## src/rtl/mem_arb_pkg.sv

```systemverilog
// Shared types and constants for the two-port data memory arbiter.
package mem_arb_pkg;

  localparam int unsigned NPORTS     = 2;
  localparam int unsigned ADDR_W     = 32;
  // Widest data path the latched request can carry; DW must not exceed it.
  localparam int unsigned DATA_W_MAX = 64;

  typedef enum logic [1:0] {
    IDLE   = 2'd0,
    ACCESS = 2'd1,
    RESP   = 2'd2
  } state_e;

  typedef struct packed {
    logic                  we;
    logic                  byte_mode;
    logic [ADDR_W-1:0]     addr;
    logic [DATA_W_MAX-1:0] wdata;
  } req_t;

endpackage

```

## src/rtl/data_mem_arbiter_if.sv

```systemverilog
// Requester ports and RAM port of the data memory arbiter, bundled as one interface.
interface data_mem_arbiter_if
  import mem_arb_pkg::*;
#(
  parameter int unsigned G  = 10,
  parameter int unsigned DW = 32
);

  logic          req0_i;
  logic          we0_i;
  logic [31:0]   addr0_i;
  logic [DW-1:0] wdata0_i;
  logic          byte0_i;
  logic          gnt0_o;
  logic          rvalid0_o;
  logic [DW-1:0] rdata0_o;

  logic          req1_i;
  logic          we1_i;
  logic [31:0]   addr1_i;
  logic [DW-1:0] wdata1_i;
  logic          byte1_i;
  logic          gnt1_o;
  logic          rvalid1_o;
  logic [DW-1:0] rdata1_o;

  logic [G-1:0]  mem_address_o;
  logic [DW-1:0] mem_data_o;
  logic          mem_we_o;
  logic          mem_byte_o;
  logic [DW-1:0] mem_data_i;

  modport slave (
    input  req0_i, we0_i, addr0_i, wdata0_i, byte0_i,
    input  req1_i, we1_i, addr1_i, wdata1_i, byte1_i,
    input  mem_data_i,
    output gnt0_o, rvalid0_o, rdata0_o,
    output gnt1_o, rvalid1_o, rdata1_o,
    output mem_address_o, mem_data_o, mem_we_o, mem_byte_o
  );

  modport master (
    output req0_i, we0_i, addr0_i, wdata0_i, byte0_i,
    output req1_i, we1_i, addr1_i, wdata1_i, byte1_i,
    output mem_data_i,
    input  gnt0_o, rvalid0_o, rdata0_o,
    input  gnt1_o, rvalid1_o, rdata1_o,
    input  mem_address_o, mem_data_o, mem_we_o, mem_byte_o
  );

endinterface

```

## src/rtl/rr_arbiter2.sv

```systemverilog
// Two-way round-robin pick: a lone requester wins, a tie goes to the port ptr_i favours.
module rr_arbiter2
  import mem_arb_pkg::*;
(
  input  logic [NPORTS-1:0] req_i,
  input  logic              ptr_i,
  output logic [NPORTS-1:0] gnt_o
);

  always_comb begin
    gnt_o = '0;
    unique case (req_i)
      2'b01:   gnt_o = 2'b01;
      2'b10:   gnt_o = 2'b10;
      2'b11:   gnt_o = ptr_i ? 2'b10 : 2'b01;
      default: gnt_o = '0;
    endcase
  end

endmodule

```

## src/rtl/data_mem_arbiter.sv

```systemverilog
// Two-port arbiter in front of a single-port data RAM with registered read data.
// One access every two cycles at best: sample -> ACCESS (gnt, RAM op) -> RESP (rvalid).
module data_mem_arbiter
  import mem_arb_pkg::*;
#(
  parameter int unsigned G  = 10,
  parameter int unsigned DW = 32
) (
  input  logic               CLK,
  input  logic               RST,
  data_mem_arbiter_if.slave  bus
);

  state_e                   state_q;
  logic                     ptr_q;
  req_t                     cur_q;
  logic [NPORTS-1:0]        win_q;
  logic [NPORTS-1:0]        gnt_q;
  logic [NPORTS-1:0]        rvalid_q;
  logic                     mem_we_q;
  logic [NPORTS-1:0][DW-1:0] rdata_q;

  logic [NPORTS-1:0] req;
  logic [NPORTS-1:0] win;
  req_t              cand;

  assign req = {bus.req1_i, bus.req0_i};

  rr_arbiter2 u_rr (
    .req_i (req),
    .ptr_i (ptr_q),
    .gnt_o (win)
  );

  // Winner's qualifiers; address truncated to the RAM width on capture.
  always_comb begin
    cand = '0;
    if (win[1]) begin
      cand.we             = bus.we1_i;
      cand.byte_mode      = bus.byte1_i;
      cand.addr[G-1:0]    = bus.addr1_i[G-1:0];
      cand.wdata[DW-1:0]  = bus.wdata1_i;
    end else begin
      cand.we             = bus.we0_i;
      cand.byte_mode      = bus.byte0_i;
      cand.addr[G-1:0]    = bus.addr0_i[G-1:0];
      cand.wdata[DW-1:0]  = bus.wdata0_i;
    end
  end

  always_ff @(posedge CLK) begin
    if (RST) begin
      state_q  <= IDLE;
      ptr_q    <= 1'b0;
      cur_q    <= '0;
      win_q    <= '0;
      gnt_q    <= '0;
      rvalid_q <= '0;
      mem_we_q <= 1'b0;
      rdata_q  <= '0;
    end else begin
      gnt_q    <= '0;
      rvalid_q <= '0;
      mem_we_q <= 1'b0;
      for (int unsigned n = 0; n < NPORTS; n++) begin
        if (rvalid_q[n]) rdata_q[n] <= bus.mem_data_i;
      end
      unique case (state_q)
        IDLE, RESP: begin
          if (|req) begin
            cur_q    <= cand;
            win_q    <= win;
            gnt_q    <= win;
            mem_we_q <= cand.we;
            // Favour the other port on the next tie.
            ptr_q    <= win[0];
            state_q  <= ACCESS;
          end else begin
            state_q  <= IDLE;
          end
        end
        ACCESS: begin
          rvalid_q <= cur_q.we ? '0 : win_q;
          state_q  <= RESP;
        end
        default: state_q <= IDLE;
      endcase
    end
  end

  assign bus.gnt0_o        = gnt_q[0];
  assign bus.gnt1_o        = gnt_q[1];
  assign bus.rvalid0_o     = rvalid_q[0];
  assign bus.rvalid1_o     = rvalid_q[1];
  // RAM read data is only present during RESP, so pass it through and hold it afterwards.
  assign bus.rdata0_o      = rvalid_q[0] ? bus.mem_data_i : rdata_q[0];
  assign bus.rdata1_o      = rvalid_q[1] ? bus.mem_data_i : rdata_q[1];
  assign bus.mem_address_o = cur_q.addr[G-1:0];
  assign bus.mem_data_o    = cur_q.wdata[DW-1:0];
  assign bus.mem_byte_o    = cur_q.byte_mode;
  assign bus.mem_we_o      = mem_we_q;

  logic unused_bits;
  assign unused_bits = ^{bus.addr0_i, bus.addr1_i, cur_q};

endmodule

```

## src/flat_wrapper.sv

```systemverilog
// flat-port wrapper written by rule: the top's interface ports become plain ports
module data_mem_arbiter_flat import mem_arb_pkg::*;
#(
  parameter int unsigned G  = 10,
  parameter int unsigned DW = 32
)
  (CLK, RST, bus_req0_i, bus_we0_i, bus_addr0_i, bus_wdata0_i, bus_byte0_i, bus_req1_i, bus_we1_i, bus_addr1_i, bus_wdata1_i, bus_byte1_i, bus_mem_data_i, bus_gnt0_o, bus_rvalid0_o, bus_rdata0_o, bus_gnt1_o, bus_rvalid1_o, bus_rdata1_o, bus_mem_address_o, bus_mem_data_o, bus_mem_we_o, bus_mem_byte_o);
  data_mem_arbiter_if #(.G(G), .DW(DW)) bus_i ();
  input  logic CLK;
  input  logic RST;
  input wire logic [$bits(bus_i.req0_i)-1:0] bus_req0_i;
  input wire logic [$bits(bus_i.we0_i)-1:0] bus_we0_i;
  input wire logic [$bits(bus_i.addr0_i)-1:0] bus_addr0_i;
  input wire logic [$bits(bus_i.wdata0_i)-1:0] bus_wdata0_i;
  input wire logic [$bits(bus_i.byte0_i)-1:0] bus_byte0_i;
  input wire logic [$bits(bus_i.req1_i)-1:0] bus_req1_i;
  input wire logic [$bits(bus_i.we1_i)-1:0] bus_we1_i;
  input wire logic [$bits(bus_i.addr1_i)-1:0] bus_addr1_i;
  input wire logic [$bits(bus_i.wdata1_i)-1:0] bus_wdata1_i;
  input wire logic [$bits(bus_i.byte1_i)-1:0] bus_byte1_i;
  input wire logic [$bits(bus_i.mem_data_i)-1:0] bus_mem_data_i;
  output wire logic [$bits(bus_i.gnt0_o)-1:0] bus_gnt0_o;
  output wire logic [$bits(bus_i.rvalid0_o)-1:0] bus_rvalid0_o;
  output wire logic [$bits(bus_i.rdata0_o)-1:0] bus_rdata0_o;
  output wire logic [$bits(bus_i.gnt1_o)-1:0] bus_gnt1_o;
  output wire logic [$bits(bus_i.rvalid1_o)-1:0] bus_rvalid1_o;
  output wire logic [$bits(bus_i.rdata1_o)-1:0] bus_rdata1_o;
  output wire logic [$bits(bus_i.mem_address_o)-1:0] bus_mem_address_o;
  output wire logic [$bits(bus_i.mem_data_o)-1:0] bus_mem_data_o;
  output wire logic [$bits(bus_i.mem_we_o)-1:0] bus_mem_we_o;
  output wire logic [$bits(bus_i.mem_byte_o)-1:0] bus_mem_byte_o;
  assign bus_i.req0_i = bus_req0_i;
  assign bus_i.we0_i = bus_we0_i;
  assign bus_i.addr0_i = bus_addr0_i;
  assign bus_i.wdata0_i = bus_wdata0_i;
  assign bus_i.byte0_i = bus_byte0_i;
  assign bus_i.req1_i = bus_req1_i;
  assign bus_i.we1_i = bus_we1_i;
  assign bus_i.addr1_i = bus_addr1_i;
  assign bus_i.wdata1_i = bus_wdata1_i;
  assign bus_i.byte1_i = bus_byte1_i;
  assign bus_i.mem_data_i = bus_mem_data_i;
  assign bus_gnt0_o = bus_i.gnt0_o;
  assign bus_rvalid0_o = bus_i.rvalid0_o;
  assign bus_rdata0_o = bus_i.rdata0_o;
  assign bus_gnt1_o = bus_i.gnt1_o;
  assign bus_rvalid1_o = bus_i.rvalid1_o;
  assign bus_rdata1_o = bus_i.rdata1_o;
  assign bus_mem_address_o = bus_i.mem_address_o;
  assign bus_mem_data_o = bus_i.mem_data_o;
  assign bus_mem_we_o = bus_i.mem_we_o;
  assign bus_mem_byte_o = bus_i.mem_byte_o;
  data_mem_arbiter #(.G(G), .DW(DW)) u_core (.CLK(CLK), .RST(RST), .bus(bus_i));
endmodule
```

## config.mk

```make
export PLATFORM = sky130hd
export DESIGN_NAME = data_mem_arbiter_flat
export DESIGN_NICKNAME = d
export VERILOG_FILES = /design/src/rtl/mem_arb_pkg.sv /design/src/rtl/data_mem_arbiter_if.sv /design/src/rtl/rr_arbiter2.sv /design/src/rtl/data_mem_arbiter.sv /design/src/flat_wrapper.sv
export SDC_FILE = /design/constraint.sdc
export NUM_CORES = 1
export LEC_CHECK = 0
export CAP_MARGIN = 40
export CORE_ASPECT_RATIO = 1.5
export CORE_MARGIN = 1.5
export CORE_UTILIZATION = 40
export CTS_BUF_LIST = sky130_fd_sc_hd__clkbuf_8
export DETAILED_ROUTE_END_ITERATION = 6
export HOLD_SLACK_MARGIN = 0.06
export PLACE_DENSITY_LB_ADDON = 0.3
export SLEW_MARGIN = 20
export SYNTH_ARGS = -nofsm -noshare
export SYNTH_HDL_FRONTEND = slang
export SYNTH_HIERARCHICAL = 1
export SYNTH_SLANG_ARGS = --single-unit
```

## constraint.sdc

```tcl
create_clock -name CLK -period 3.9 [get_ports CLK]
set_clock_uncertainty 0.15 [all_clocks]
set_input_delay 0.975 -clock CLK [delete_from_list [all_inputs] [get_ports CLK]]
set_output_delay 0.975 -clock CLK [all_outputs]
set_load 0.01 [all_outputs]
```

==> impl_metrics.csv <==
group,metric,value,unit
timing,rsz0062_at_grt,"false",
final_layout,mostFrequentLayoutCells,"clkdlybuf4s50_1, dfxtp_1, nor2b_1",
final_layout,buffer_area_share,32.0,%
setup_path,slowest_delay,0.52,ns
global_routing,gr-usage-all-layers,18.2,%
timing,maxSlewViolCount,0,
timing,fmax,298,MHz
timing,final_hold_viol_count,0,
status,outcome,"finished clean",
timing,holdWs,0.257,ns
place,placed_cells,749,
logic_synthesis,synthArstFlopShare,0,%
routing,wl_met2,6360,µm
flow_run,cap_violations,0,
setup_path,crit_end,"bus_rdata1_o[10]",
final_layout,num-nonclk-buffers,242,
worst_hold_path,hp-start,"u_core/state_q[1]",
final_layout,largest_register_ffs,64,
place,numPortBuffers,235,
clocking,postCtsResizedCells,0,
worst_hold_path,hp-class,"flop to flop",
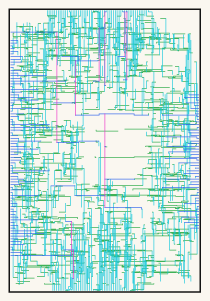
Fig. 1. Routed metal, one color a layer.
Drawn at 2 px/µm.
met3 -> blue  # wire length 977 µm
met4 -> magenta  # wire length 280 µm
met2 -> cyan  # wire length 6360 µm
met1 -> green  # wire length 4360 µm

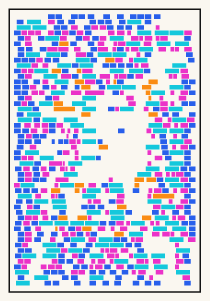
Fig. 2. Placed cells, one color a class.
Drawn at 2 px/µm.
flip-flops -> cyan  # cells 117
other buffers and delay cells -> blue  # cells 242
all other logic -> magenta  # cells 234
clock drivers and dummy loads -> orange  # cells 30

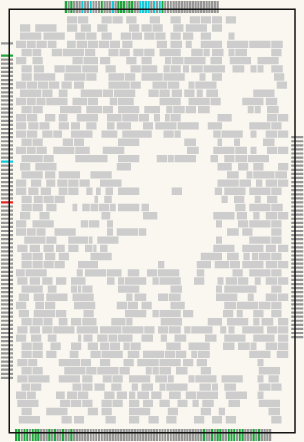
Fig. 3. Pin map.
Drawn at 3 px/µm. Pins as bars across the die edge, other pins in gray.
bus_addr0_i -> green  # pins 32, direction input, edge 22 bottom, 9 top, 1 left
bus_byte1_i -> red  # pins 1, direction input, edge left
bus_mem_address_o -> cyan  # pins 10, direction output, edge 9 top, 1 left

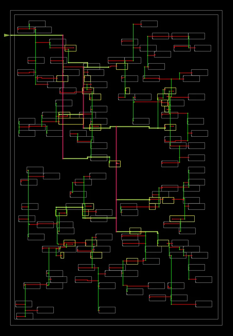
Fig. 4. The clock network.
CTS sink cnt: 117
clock buffer count: 21
Seq Cell Count: 117

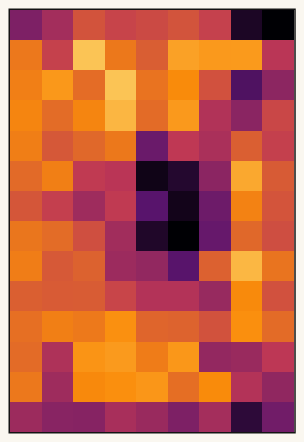
Fig. 5. Cell area per tile.
Drawn at 3 px/µm. The die is cut into 9 by 14 equal tiles; black is low, pale yellow is high, 0 to 100% covered.
emptiest ninth of the die = middle
tiles over 75% full = 14%
fullest tile = 87%
mean over tiles = 55%
nearly empty tiles = 1.6%

